layers.png
Two of the layers only.
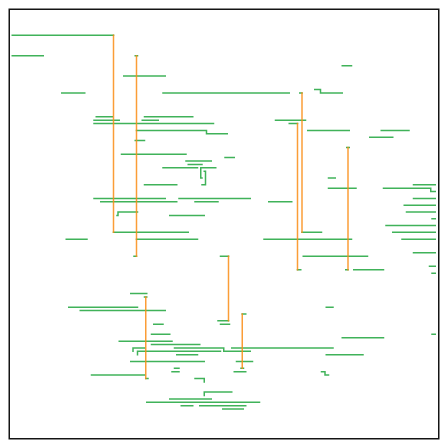
placed.png
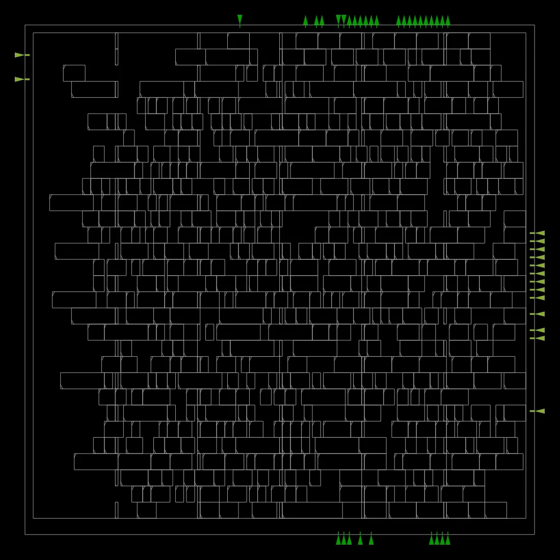
Design vga_pattern_gen, sky130hd; sources not shown.
==> run notes <==
Observations from the implementation run.

Floorplan:
- The run gives the effective utilization at floorplan as 0.6211.
- The run gives the number of well taps as 80.
- The run puts the height of the chip at 85.63 µm.
- The run puts the number of primary I/O pins at 46.
- The run puts the die width at 85.63 µm.
- The die covers 7333 µm².

Hold path:
- The run gives the kind of path behind the tightest hold check as reg2reg.
- The run gives the worst hold path depth as 2.

Timing:
- Setup repair after global routing left no endpoint under its margin.
- The run puts the maximum achievable frequency at 0.3291 GHz.
- The run puts the share of the cycle needed by the critical path after routing at 0.7149.
- Across all checked pins, the minimum headroom to the slew limit is 0.5040.
- Across all setup checks in the final design, the least slack found is 1.212 ns.
- The run puts the hold violation count in the final report at 0.
- Hold timing on the final database bottoms out at a slack of 0.4969 ns.
- The run puts the total setup violations reported at the end of the flow at 0.
- The run puts the worst-margin pin slew at 0.7431 ns.
- The run gives the minimum period implied by the final worst setup slack as 3.038 ns.
- The run gives the final setup TNS as 0 ns.
- The run gives the final count of pins violating max slew as 0.
- The run puts the final setup skew at 0.004644 ns.

Clock tree:
- The run puts the post-cts hold-fix buffer tally at 0.
- The clock reaches the later pin of the worst-skew pair after 0.28 ns.
- The run gives the clock edge transition at the registers on the reported setup and hold paths as 0.06 ns.
- TritonCTS built the clock tree.
- The run puts the count of instances resized after the clock tree is built at 0.
- The run gives the number of clock buffers inserted by TritonCTS as 5.
- The run puts the number of H-tree levels at 2.
- The number of clock sinks came to 31.
- The longest clock path from root to sink contains 2 buffers.
- The run puts the number of setup buffers added after CTS at 0.
- The run gives the clock tree root buffer cell as sky130_fd_sc_hd__clkbuf_8.

Yosys:
- The run gives the post-synthesis share of cell area spent on full adders, half adders and majority gates as 0.1515.
- Per the synth stats, the proportion of register bits with asynchronous set or reset is 0.
- Yosys mapped a number of flops with a built-in enable equal to 0.
- Sorting the synthesized cells by how often they occur yields 50 x sky130_fd_sc_hd__ha_1, 47 x sky130_fd_sc_hd__nand2_1, 44 x sky130_fd_sc_hd__inv_1, 42 x sky130_fd_sc_hd__buf_4, 41 x sky130_fd_sc_hd__nor2_1.
- The run gives the share of synthesized cell area in and, or, nand and nor gates as 0.2588.
- The run puts the area share of the largest cell type after synthesis at 0.1491.
- The run puts the number of warning messages in the yosys log at 6.
- The run gives the top logic cell family in the synthesized netlist as simple AND/OR/NAND/NOR gates.
- The run gives the AND-OR/OR-AND share of the synthesized area as 0.2481.
- The run gives the most common cell in the synthesized netlist as sky130_fd_sc_hd__ha_1.
- The run gives the synthesized area as 4197 µm².
- The run puts the xor and xnor fraction of the mapped netlist area at 0.04592.
- The main area contributors are sky130_fd_sc_hd__ha_1 15%, sky130_fd_sc_hd__dfxtp_1 15%, sky130_fd_sc_hd__buf_4 7.5%.
- The cell type that accounts for the most area after synthesis is sky130_fd_sc_hd__ha_1.
- Per Yosys stat, the portion of area used by sequential elements is 0.1479.
- The run puts the yosys synthesis chip area at 4197 µm².
- The run gives the synthesized area per cell as 7.324 µm².
- The run gives the number of cells in Yosys stat as 573.
- The run puts the number of flip-flops and latches in the synthesized netlist at 31.
- The synthesized instance count is 573.
- Among all flip-flop cells after synthesis, the most frequent one is sky130_fd_sc_hd__dfxtp_1.
- The run gives the multiplexer share of the synthesized area as 0.007752.
- The run gives the number of distinct library cell variants in the gate-level netlist after synthesis as 79.

Global route:
- The run gives the number of antenna violations at the first check in global routing as 0.
- The run puts the maximum number of pins on one net before global-route repair at 42.
- The number of global-route vias before repair came to 3,906.
- The global route stage reports its total congestion overflow as 0.
- The first global-routing pass estimated 17,680 µm of wire.

Critical path:
- The worst setup path is launched from an input pin.
- The kind of cell with the highest combined delay along the critical path is simple AND/OR/NAND/NOR gates.
- The run gives the count of buffering cells on the critical path with inverters included as 1.
- Across all register-to-register paths, the minimum setup slack is 1.24 ns.
- The run gives the type of element capturing the critical path as a flop.
- For this run, the slowest stage of the critical path takes 0.63 ns.
- The run puts the required time of the worst setup path at 4.45 ns.
- Data on the critical path arrives at its endpoint at 3.24 ns.
- The run gives the worst-path maximum fanout as 8.
- Listed in order, past its start point the critical path passes clkdlybuf4s50_1 > nor2b_2 > nor2_2 > or3_4 > a211oi_4 > maj3_1 > nor3_1 > o31ai_2.
- STA shows the worst reg2reg path with a cell count of 11.
- The worst setup path is of the in2reg kind.
- The run gives the cell count along the critical path as 8.
- Among all stages on the critical path, the largest delay is contributed by sky130_fd_sc_hd__clkdlybuf4s50_1.

Layout:
- The run gives the storage element area as 620.6 µm².
- The run puts the multi-input combinational cell count at 434.
- The run puts the non-clock buffer total of the final layout at 47.
- The run puts the final net count at 640.
- The run gives the number of non-clock inverters as 44.
- The run gives the relative area change from synthesis to final layout as 5.516%.
- The run puts the final standard cell count with taps included and fillers excluded at 644.
- The run puts the number of antenna cells inserted at 0.
- The layout report gives the multi-input gate share of total cell area as 0.6765.
- The run gives the multi-input gate area in the final layout as 2995 µm².
- Among all cell classes, the greatest summed area belongs to multi-input combinational cells.
- The run puts the number of clock-tree buffers in the layout at 7.
- Once layout is done, the placed cells without fillers occupy 4428 µm².
- Per the final layout report, the fraction of cells sized above drive strength 1 comes to 0.06383.
- The run gives the proportion of cell area occupied by registers as 0.1402.
- The run gives the non-clock buffer contribution to total cell area as 0.1051.
- The run gives the portion of the layout cell area used by clock cells as 0.01837.

Power and ir drop:
- The run puts the maximum ir drop on the vdd rail at 149.9 µV.
- After layout, the design draws a total of 0.7459 mW.
- The run gives the leakage power total as 1.571 nW.
- The run puts the power per cell area at 168.5 nW/µm².

Placement:
- The run puts the placement-stage cell area at 4347 µm².
- The run gives the weighted congestion at the end of routability-driven global placement as 0.9237.
- The run puts the pre-CTS setup slack at 0.9351 ns.
- The run gives the cell count after placement as 636.
- The run puts the quantity of I/O buffers inserted on ports at 45.
- After legalization and detailed placement, the total HPWL measured 7713 µm.

Routing:
- The run puts the count of nets left with antenna violations after detail routing at 0.
- The run gives the first-pass iteration count of the detailed router as 6.
- The violation tally recorded at the end of detailed-routing iteration 0 is 252.
- The run puts the detailed-route DRC error count at 0.
- The run gives the via-per-instance ratio as 6.427.

Status:
- The flow ran to the end, and the final reports show no timing, DRC or antenna violations.

Run:
- The run puts the max-capacitance violation count at 0.
- The logs give a warning total of 35.
Notes on layers.png above:
M4 -> orange  # wire length 201 µm
M3 -> green  # wire length 653 µm
via count: 4,139
Total Routed Length: 10,300 µm
routed length per placed instance: 15.99 µm
GRT Resource Usage Total: 0.2914

Notes on placed.png above:
area of the core: 6756 µm²
Layout Utilization: 0.6554
count of flip-flops and latches: 31
fill cell instance count of the final layout: 594
total number of placement rows: 30

[where the power goes]
| group | leakage [nW] | switching [mW] | internal, mW |
|---|---|---|---|
| Combinational | 1.28 | 0.119 | 0.0952 |
| Sequential | 0.250 | 0.0147 | 0.295 |
| Clock | 0.0422 | 0.107 | 0.115 |
[placed cells by master, fill, tap and decap left out, types with 6 or more instances in the layout]
| cell type | netlist | final |
|---|---|---|
| sky130_fd_sc_hd__ha_1 | 50 | 50 |
| sky130_fd_sc_hd__nand2_1 | 47 | 47 |
| sky130_fd_sc_hd__clkdlybuf4s50_1 | 0 | 45 |
| sky130_fd_sc_hd__inv_1 | 44 | 44 |
| sky130_fd_sc_hd__nor2_1 | 41 | 41 |
| sky130_fd_sc_hd__o21ai_0 | 35 | 35 |
| sky130_fd_sc_hd__a21oi_1 | 33 | 33 |
| sky130_fd_sc_hd__dfxtp_1 | 31 | 31 |
| sky130_fd_sc_hd__nand3_1 | 27 | 27 |
| sky130_fd_sc_hd__nor3_1 | 26 | 26 |
| sky130_fd_sc_hd__xnor2_1 | 16 | 16 |
| sky130_fd_sc_hd__o211ai_1 | 12 | 12 |
| sky130_fd_sc_hd__nand4_1 | 11 | 11 |
| sky130_fd_sc_hd__nor4_1 | 8 | 8 |
| sky130_fd_sc_hd__a211oi_1 | 7 | 7 |
| sky130_fd_sc_hd__xor2_1 | 6 | 6 |
| sky130_fd_sc_hd__a311oi_1 | 6 | 6 |
[per-layer routing]
metal  vias to the layer above  wire length [µm]  global-route usage
met1                      1923              4555              0.3762
met2                       172              4885              0.4960
met3                        18               653             0.03657
met5                         -                 0                   0
li1                       2026                 -                   -
met4                         0               201              0.1106
Power figures rest on the tool's default switching activity, not on a simulated workload.
